==> src/rtl/mem_responder.sv <==
// Word-addressed memory slave with a fixed number of wait states before each access.
// Requests are latched in IDLE, optionally delayed in WAIT, and completed with a one-cycle Ready pulse.
module mem_responder #(
  parameter int WIDTH    = 32,
  parameter int DEPTH    = 64,
  parameter int WAIT_CYC = 2
) (
  input  logic             CLK,
  input  logic             RST,
  input  logic             MemReq,
  input  logic             MemWrite,
  input  logic [WIDTH-1:0] Adr,
  input  logic [WIDTH-1:0] WD,
  output logic [WIDTH-1:0] RD,
  output logic             Ready,
  output logic             Busy,
  output logic             AdrErr
);

  localparam int AW = $clog2(DEPTH);
  localparam logic [3:0] CNT_INIT = (WAIT_CYC == 0) ? 4'd0 : 4'(WAIT_CYC - 1);

  typedef enum logic [1:0] {
    S_IDLE,
    S_WAIT,
    S_ACCESS
  } state_t;

  state_t           state_q, state_d;
  logic [3:0]       cnt_q, cnt_d;
  logic [WIDTH-1:0] adr_q, adr_d;
  logic [WIDTH-1:0] wd_q, wd_d;
  logic             wr_q, wr_d;
  logic [WIDTH-1:0] rd_q, rd_d;
  logic             ready_q, ready_d;
  logic             err_q, err_d;

  logic [WIDTH-1:0] mem [DEPTH];

  // With zero wait states the commit happens on the sampling edge, so the
  // live request fields are used instead of the not-yet-latched copies.
  logic [WIDTH-1:0] sel_adr;
  logic [WIDTH-1:0] sel_wd;
  logic             sel_wr;
  logic [AW-1:0]    sel_idx;
  logic             hi_err;
  logic             legal;
  logic             commit;
  logic             mem_we;
  logic [WIDTH-1:0] mem_rdata;

  assign sel_adr = (state_q == S_IDLE) ? Adr      : adr_q;
  assign sel_wd  = (state_q == S_IDLE) ? WD       : wd_q;
  assign sel_wr  = (state_q == S_IDLE) ? MemWrite : wr_q;
  assign sel_idx = sel_adr[AW+1:2];

  generate
    if (WIDTH > AW + 2) begin : g_hi
      assign hi_err = |sel_adr[WIDTH-1:AW+2];
    end else begin : g_nohi
      assign hi_err = 1'b0;
    end
  endgenerate

  assign legal     = (sel_adr[1:0] == 2'b00) && !hi_err;
  assign mem_rdata = mem[sel_idx];
  // Gated by RST so a reset held across an edge can never commit a write.
  assign mem_we    = commit && sel_wr && legal && RST;

  always_comb begin
    state_d = state_q;
    cnt_d   = cnt_q;
    adr_d   = adr_q;
    wd_d    = wd_q;
    wr_d    = wr_q;
    rd_d    = rd_q;
    ready_d = 1'b0;
    err_d   = err_q;
    commit  = 1'b0;

    case (state_q)
      S_IDLE: begin
        if (MemReq) begin
          adr_d = Adr;
          wd_d  = WD;
          wr_d  = MemWrite;
          if (WAIT_CYC == 0) begin
            state_d = S_ACCESS;
            commit  = 1'b1;
          end else begin
            state_d = S_WAIT;
            cnt_d   = CNT_INIT;
          end
        end
      end
      S_WAIT: begin
        if (cnt_q != 4'd0) begin
          cnt_d = cnt_q - 4'd1;
        end else begin
          state_d = S_ACCESS;
          commit  = 1'b1;
        end
      end
      S_ACCESS: begin
        state_d = S_IDLE;
      end
      default: begin
        state_d = S_IDLE;
      end
    endcase

    if (commit) begin
      ready_d = 1'b1;
      err_d   = !legal;
      if (!legal) begin
        rd_d = '0;
      end else if (!sel_wr) begin
        rd_d = mem_rdata;
      end
    end
  end

  always_ff @(posedge CLK or negedge RST) begin
    if (!RST) begin
      state_q <= S_IDLE;
      cnt_q   <= 4'd0;
      adr_q   <= '0;
      wd_q    <= '0;
      wr_q    <= 1'b0;
      rd_q    <= '0;
      ready_q <= 1'b0;
      err_q   <= 1'b0;
    end else begin
      state_q <= state_d;
      cnt_q   <= cnt_d;
      adr_q   <= adr_d;
      wd_q    <= wd_d;
      wr_q    <= wr_d;
      rd_q    <= rd_d;
      ready_q <= ready_d;
      err_q   <= err_d;
    end
  end

  // Storage is intentionally not reset.
  always_ff @(posedge CLK) begin
    if (mem_we) begin
      mem[sel_idx] <= sel_wd;
    end
  end

  assign RD     = rd_q;
  assign Ready  = ready_q;
  assign AdrErr = err_q;
  assign Busy   = (state_q != S_IDLE);

endmodule

==> config.mk <==
export PLATFORM = sky130hd
export DESIGN_NAME = mem_responder
export DESIGN_NICKNAME = d
export VERILOG_FILES = /design/src/rtl/mem_responder.sv
export SDC_FILE = /design/constraint.sdc
export NUM_CORES = 2
export LEC_CHECK = 0
export ABC_CLOCK_PERIOD_IN_PS = 6390
export CAP_MARGIN = 20
export CORE_AREA = 2 2 525 527
export CTS_CLUSTER_SIZE = 24
export DETAILED_ROUTE_END_ITERATION = 8
export DIE_AREA = 0 0 527 529
export PLACE_DENSITY_LB_ADDON = 0.12
export SYNTH_ARGS = -nofsm -noshare
export SYNTH_HDL_FRONTEND = slang
export SYNTH_SLANG_ARGS = --single-unit
==> constraint.sdc <==
create_clock -name CLK -period 6.39 [get_ports CLK]
set_clock_uncertainty 0.05 [all_clocks]
set_input_delay 0.9585 -clock CLK [delete_from_list [all_inputs] [get_ports CLK]]
set_output_delay 0.9585 -clock CLK [all_outputs]
set_load 0.02 [all_outputs]
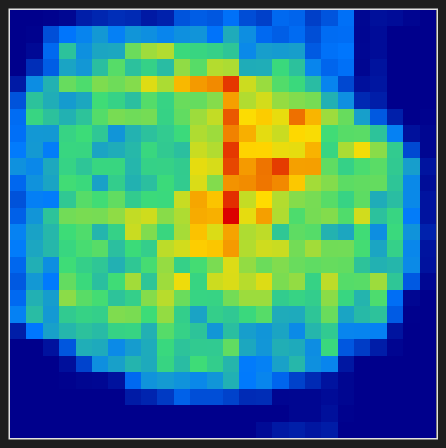
(wiring heat map)
The die is cut into 26 by 26 equal tiles; dark blue is low, red is high, scaled to the fullest tile. Values are wire area over tile area, all layers added.
nearly empty tiles = 19%
emptiest ninth of the die = bottom right
densest ninth of the die = middle
mean over tiles = 0.21
fullest tile = 0.59
tiles over half the peak = 30%

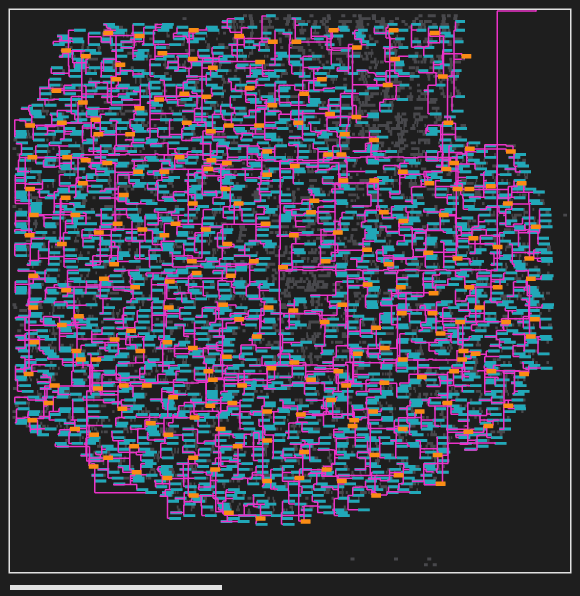
(routed clock nets over the placement)
The bar under the picture is 200 um long.
cyan -> flip-flops  # count 2,153
orange -> clock-net drivers  # count 228
magenta -> clock wires  # length 28.3 mm
routed clock nets = 229
power share of the clock group: 26.7%
Power Clock: 13.2 mW

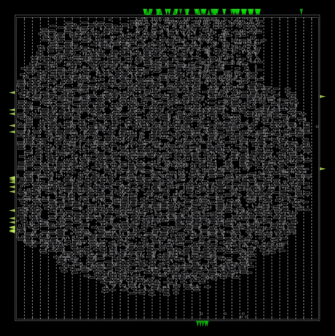
(placed standard cells)
Rows: 192
seq_cells: 2,153
post-route non-filler standard cell count: 9,377
n_taps: 3,589

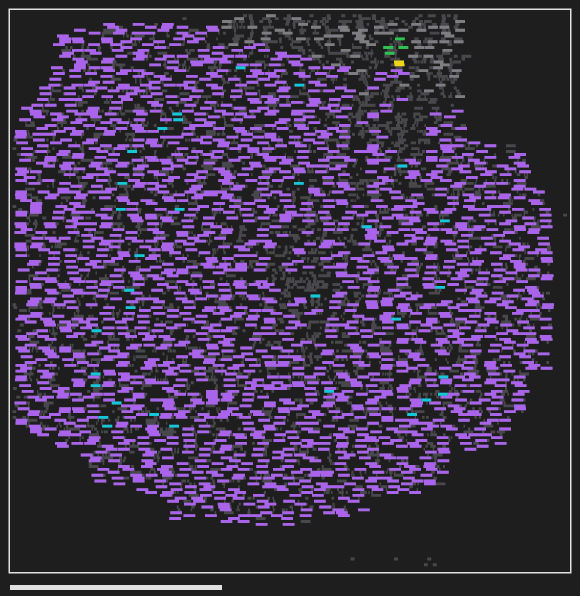
(where the registers sit)
The bar under the picture is 200 um long.
cyan -> `RD`  # sequential cells 32
purple -> `mem`  # sequential cells 2,048, where widely spread
green -> `cnt_q`  # sequential cells 4
yellow -> `state_q`  # sequential cells 2
Register Area: 0.06413 mm2
Seq area share: 66.23%
P_seq: 18.8 mW

==> results.yml <==
# synthesis and place-and-route metrics
floorplanning:
  die_w_um: 527
  io_pins: 103
synth:
  synth.avg_cell_area_um2: 15.47
  ys_cells: 5266
  synth_nets: 5335
  synth.distinct_cells: 81
  synthTopCellsByArea: "edfxtp_1 76%, nand2_1 3.9%, o22ai_1 3.6%"
  synthTopCellsByCount: "2,048 x edfxtp_1, 840 x nand2_1, 471 x o22ai_1"
  ys_warn_count: 0
  top_cell_area_share_pct: 75.51
  dominantRegCellSynth: "edfxtp_1"
  most_common_cell: "edfxtp_1"
timing:
  finalSetupViolations: 0
  tightest_slew_ps: 1203
  final-max-slew-violation-count: 0
  fin_crit_sh_pct: 85.79
  slew_headroom_pct: 19.48
clock_network:
  max-clock-path-buffers: 3
  cts_setup_buffers: 0
  cts_hold_buf: 1
  clkSlewWorstSetupHoldPaths_ps: 60
  cts-root-buf: "clkbuf_16"
hold_path:
  holdPathStages: 1
  holdCritPathClass: "register to register"
  min_to: "cnt_q[0]"
worst_setup_path:
  cp_cell_sequence: "nor2_4 > buf_4 > mux2i_2 > or2_4 > buf_4 > a31oi_1 > nor4_1 > a32o_1"
  start_kind: "register"
  reg2reg_to: "RD[18]"
  critPathMaxStageDelay_ps: 950
  crit_top_cell: "buf_4"
  crit-reg2reg-launch: "state_q[1]"
  critical_path_depth: 8
detailed_routing:
  avgRoutedWirePerCell_um: 38.53
  drt_iter0_markers: 7580
  avgViaCountPerCell: 5.693
  vias: 53380
  post-route-drc-count: 0
outcome:
  status: "finished clean"
grt:
  overflow: 0
placement:
  place_area_mm2: 0.08944
  io_buffers: 102
  dp_hpwl_um: 206600
  gp_congestion: 0.8355
final_layout:
  stdcell_area_mm2: 0.09683
  syn_to_final_growth_pct: 18.89
==> cell usage in the layout, fill, tap and decap left out, drive strengths merged, types with 21 or more instances in the layout <==
cell,count
nor3,48
a31oi,103
edfxtp,2048
a22oi,29
nand3,153
clkbuf,314
o31ai,21
o221ai,23
o22ai,471
clkinv,91
buf,318
a211oi,51
dfrtp,105
o21ai,29
nor2,241
mux2i,62
mux2,74
nor4,69
and3,38
nand2,842
a32oi,91
a21oi,220
clkdlybuf4s50,101
a32o,32
==> final cells by class <==
| cell class | instances | area, um2 |
|---|---|---|
| Tap cell | 3589 | 4491 |
| Inverter | 9 | 33.78 |
| Multi-Input combinational cell | 2774 | 16460 |
| Antenna cell | 5 | 12.51 |
| Clock inverter | 113 | 1062 |
| Fill cell | 26150 | 176100 |
| Clock buffer | 314 | 6275 |
| Sequential cell | 2153 | 64130 |
| Timing Repair Buffer | 420 | 4365 |
==> state kept, by name, summed over array words and instances, names as in the netlist <==
signal and flops:
mem 2048, RD 32, adr_q 32, wd_q 32
cnt_q 4, state_q 2, AdrErr 1, Ready 1
wr_q 1
==> worst reg2reg max path, cell delays in order, from the launching register on <==
cell and delay, ps:
dfrtp_1 570, nor2_4 700, buf_4 470, mux2i_2 800, or2_4 570, buf_4 670, a31oi_1 340, nor4_1 950
a32o_1 280
==> stage by stage <==
step / cells / setup WS (ps) / power (mW)
3_3_place_gp: 8935 / 508.2 / 36.33
2_1_floorplan: 5266 / 2131 / 27.40
3_5_place_dp: 8943 / 1063 / 36.44
6_report: 9377 / 907.7 / 49.58
5_1_grt: 9373 / 853.7 / 50.91
4_1_cts: 9371 / 1079 / 49.57
==> kinds of logic after synthesis <==
family / synth area share, %
AOI/OAI and AO/OA: 9.768
xor gates and xnor gates: 0.02151
adders and majority gates: 0.01536
buffers and inverters: 2.006
DFF: 78.74
muxes: 1.805
and+or+nand+nor: 7.645
==> where the power goes <==
group          leakage (nW)  internal, mW  switching (mW)
Clock                  3.57          7.45            5.77
Sequential             19.8          18.6           0.180
Combinational          7.82          3.94            13.6
Total                  31.2          30.0            19.6
==> worst max path at each step <==
stage | startpoint | to | slack (ps)
6_report | state_q[1] | RD[18] | 910
3_3_place_gp | Adr[4] | RD[13] | 510
4_1_cts | state_q[1] | RD[18] | 1080
2_1_floorplan | Adr[27] | mem[21][0] | 2130
5_1_grt | state_q[1] | RD[18] | 850
3_5_place_dp | Adr[2] | RD[25] | 1060
==> per-layer routing <==
layer,vias up,track usage (%),wire (um)
li1,21460,-,-
met1,28680,35.18,153100
met2,2653,40.31,167700
met3,579,4.108,27240
met4,8,8.559,13260
met5,-,0,51
Power and IR drop assume default switching activity.
